File: src/rtl/imem_loader.sv
// imem_loader: assembles a little-endian byte stream into 32-bit instruction
//   words and writes them to instruction memory from word address 0 upward.
//   The CPU is held off via cpu_hold until the whole program image is written.
// Ports: clk/rst (async active-high); start + num_words request a load;
//   in_valid/in_data/in_ready byte handshake; mem_we/mem_addr/mem_wdata write
//   port; cpu_hold, busy, done status; err flags an out-of-range num_words.
module imem_loader #(
  parameter int ADDR_W = 8,
  parameter int DEPTH  = 256
) (
  input  logic              clk,
  input  logic              rst,
  input  logic              start,
  input  logic [ADDR_W:0]   num_words,
  input  logic              in_valid,
  input  logic [7:0]        in_data,
  output logic              in_ready,
  output logic              mem_we,
  output logic [ADDR_W-1:0] mem_addr,
  output logic [31:0]       mem_wdata,
  output logic              cpu_hold,
  output logic              busy,
  output logic              done,
  output logic              err
);

  typedef enum logic [1:0] {IDLE, RECV, WRITE, DONE} state_t;

  localparam logic [ADDR_W:0] DEPTH_W = (ADDR_W+1)'(DEPTH);
  localparam logic [ADDR_W:0] ONE     = (ADDR_W+1)'(1);

  state_t          state, state_nxt;
  logic [ADDR_W:0] num_lat;
  logic [ADDR_W:0] word_cnt;
  logic [1:0]      byte_cnt;
  logic [31:0]     asm_word;

  logic start_ok;
  logic num_bad;
  logic num_zero;
  logic byte_acc;
  logic last_word;

  // start is only honoured once the previous load has finished (or never began)
  assign start_ok  = start && ((state == IDLE) || (state == DONE));
  assign num_bad   = (num_words > DEPTH_W);
  assign num_zero  = (num_words == '0);
  assign byte_acc  = in_valid && (state == RECV);
  assign last_word = (word_cnt == (num_lat - ONE));

  always_ff @(posedge clk or posedge rst) begin
    if (rst) begin
      state <= IDLE;
    end else begin
      state <= state_nxt;
    end
  end

  always_comb begin
    state_nxt = state;
    case (state)
      IDLE, DONE: begin
        if (start_ok && !num_bad) begin
          state_nxt = num_zero ? DONE : RECV;
        end
      end
      RECV: begin
        if (byte_acc && (byte_cnt == 2'd3)) begin
          state_nxt = WRITE;
        end
      end
      WRITE: begin
        state_nxt = last_word ? DONE : RECV;
      end
      default: state_nxt = IDLE;
    endcase
  end

  always_ff @(posedge clk or posedge rst) begin
    if (rst) begin
      err      <= 1'b0;
      num_lat  <= '0;
      word_cnt <= '0;
      byte_cnt <= 2'd0;
      asm_word <= 32'd0;
    end else begin
      if (start_ok) begin
        err <= num_bad;
        if (!num_bad && !num_zero) begin
          num_lat  <= num_words;
          word_cnt <= '0;
          byte_cnt <= 2'd0;
        end
      end
      if (byte_acc) begin
        asm_word[{byte_cnt, 3'b000} +: 8] <= in_data;
        byte_cnt <= byte_cnt + 2'd1;
      end
      // word_cnt stays on the last address after the final write, so it
      // never exceeds DEPTH-1 and mem_addr never wraps
      if ((state == WRITE) && !last_word) begin
        word_cnt <= word_cnt + ONE;
      end
    end
  end

  assign in_ready  = (state == RECV);
  assign mem_we    = (state == WRITE);
  assign mem_addr  = word_cnt[ADDR_W-1:0];
  assign mem_wdata = asm_word;
  assign cpu_hold  = (state != DONE);
  assign busy      = (state == RECV) || (state == WRITE);
  assign done      = (state == DONE);

endmodule

File: config.mk
export PLATFORM = sky130hd
export DESIGN_NAME = imem_loader
export DESIGN_NICKNAME = d
export VERILOG_FILES = /design/src/rtl/imem_loader.sv
export SDC_FILE = /design/constraint.sdc
export NUM_CORES = 1
export LEC_CHECK = 0
export CORE_MARGIN = 1
export CORE_UTILIZATION = 35
export DETAILED_ROUTE_END_ITERATION = 7
export PLACE_DENSITY_LB_ADDON = 0.1
export SLEW_MARGIN = 20
export SYNTH_ARGS = -nofsm -noshare
export SYNTH_HDL_FRONTEND = slang
export SYNTH_SLANG_ARGS = --single-unit
File: constraint.sdc
create_clock -name clk -period 2.6 [get_ports clk]
set_input_delay 0.78 -clock clk [delete_from_list [all_inputs] [get_ports clk]]
set_output_delay 0.78 -clock clk [all_outputs]
set_load 0.1 [all_outputs]
### Supply network

Scale bar: 20 um. Pins as bars on the die edge.
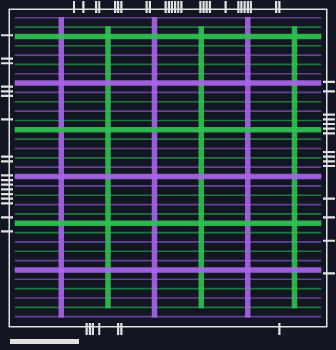
Green shows VDD. Purple shows VSS.
The core has 32 rows. 6 straps on met4.

### Routed metal, one colour a layer

Scale bar: 20 um.
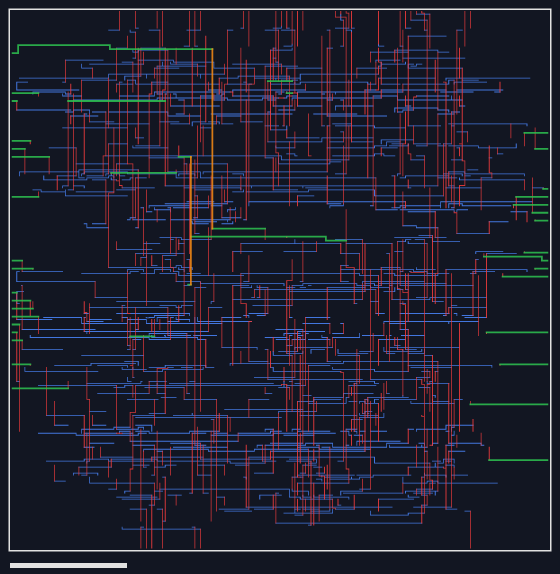
Blue shows metal 1, wire length 3670 um. Red shows metal 2, wire length 2880 um. Orange shows metal 4, wire length 52.4 um. Green shows metal 3, wire length 253 um.
Routed WL per cell: 15.5 um
Total GRT Usage: 0.176
routed vias: 2250
WL final: 6850 um

### Clock distribution

Scale bar: 20 um.
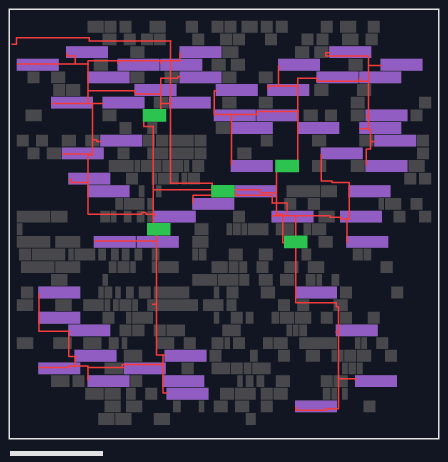
Purple shows flip-flops, count 55. Red shows clock wires, length 665 um. Green shows clock drivers, count 5.
Position of the flops: spread over the die.
Clock Latency Late Sink: 0.30 ns
Clock Skews: 0.0102 ns

==> impl_metrics.toml <==
# synthesis and place-and-route metrics
[final_layout]
largest_reg_flops = 32
nets = 375
sh_comb_area = 0.348
n_fill_cell = 726
inv_count = 13
seq_area_frac = 0.358
final_area_um2 = 3840
fin_cells = 443
num_antenna_cells = 0
drive_above_1_share = 0.337

[critical_path]
path_buffers = 1
r2r_slack_ns = 0.11
cp-end-kind = "flop"
cp_max_fo = 11

[synth]
yosys_area_um2 = 2840
ys_seq_share = 0.485
area_leaders = "dfrtp_1, a22o_1, ha_1, mux2_2, nand2_1"
yosysWarnings = 0
synthCells = 251
ys_cells = 251
yosys.area.top_type = "dfrtp_1"

[hold_path]
hold_path_end = "mem_wdata[25]"

[drt]
drtAntennaViolNets = 0
routed_via_density = 5.08

[floorplanning]
chipArea_um2 = 8460
num_rows = 32

[clock_tree]
cts_tree = "built"

[global_route]
busiest_layer = "met1"
grt_max_degree = 33

[status]
status = "completed"

[placed_design]
place.gp.congestion = 0.763

[flow_run]
maxCapViolations = 0

[timing]
worst_pin_slew_ns = 0.546
### Placed cells, one colour a class

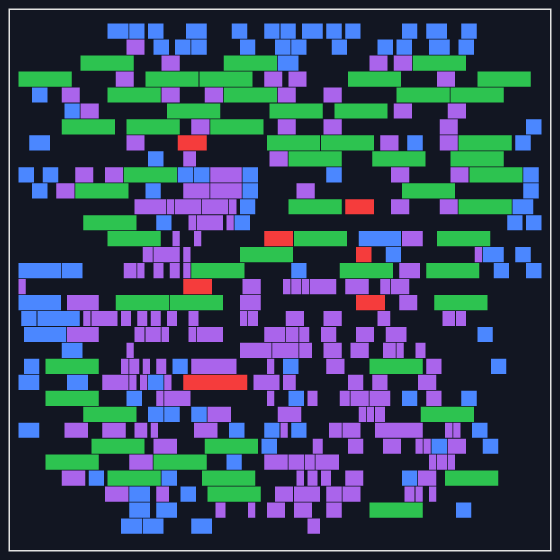
Red shows clock drivers and dummy loads, cells 7. Green shows flops, cells 55. Purple shows combinational and other logic, cells 181. Blue shows other buffers and delay cells, cells 98.

### Clock nets

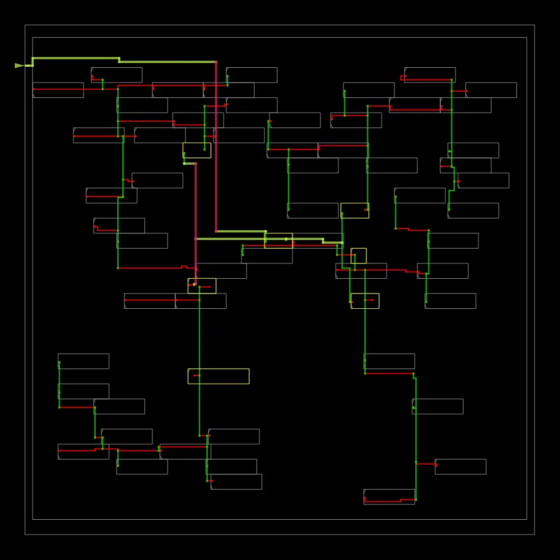
Layout clock buffers: 5
FFs & Latches: 55
clk sink count: 55
Num CTS Buffers: 5

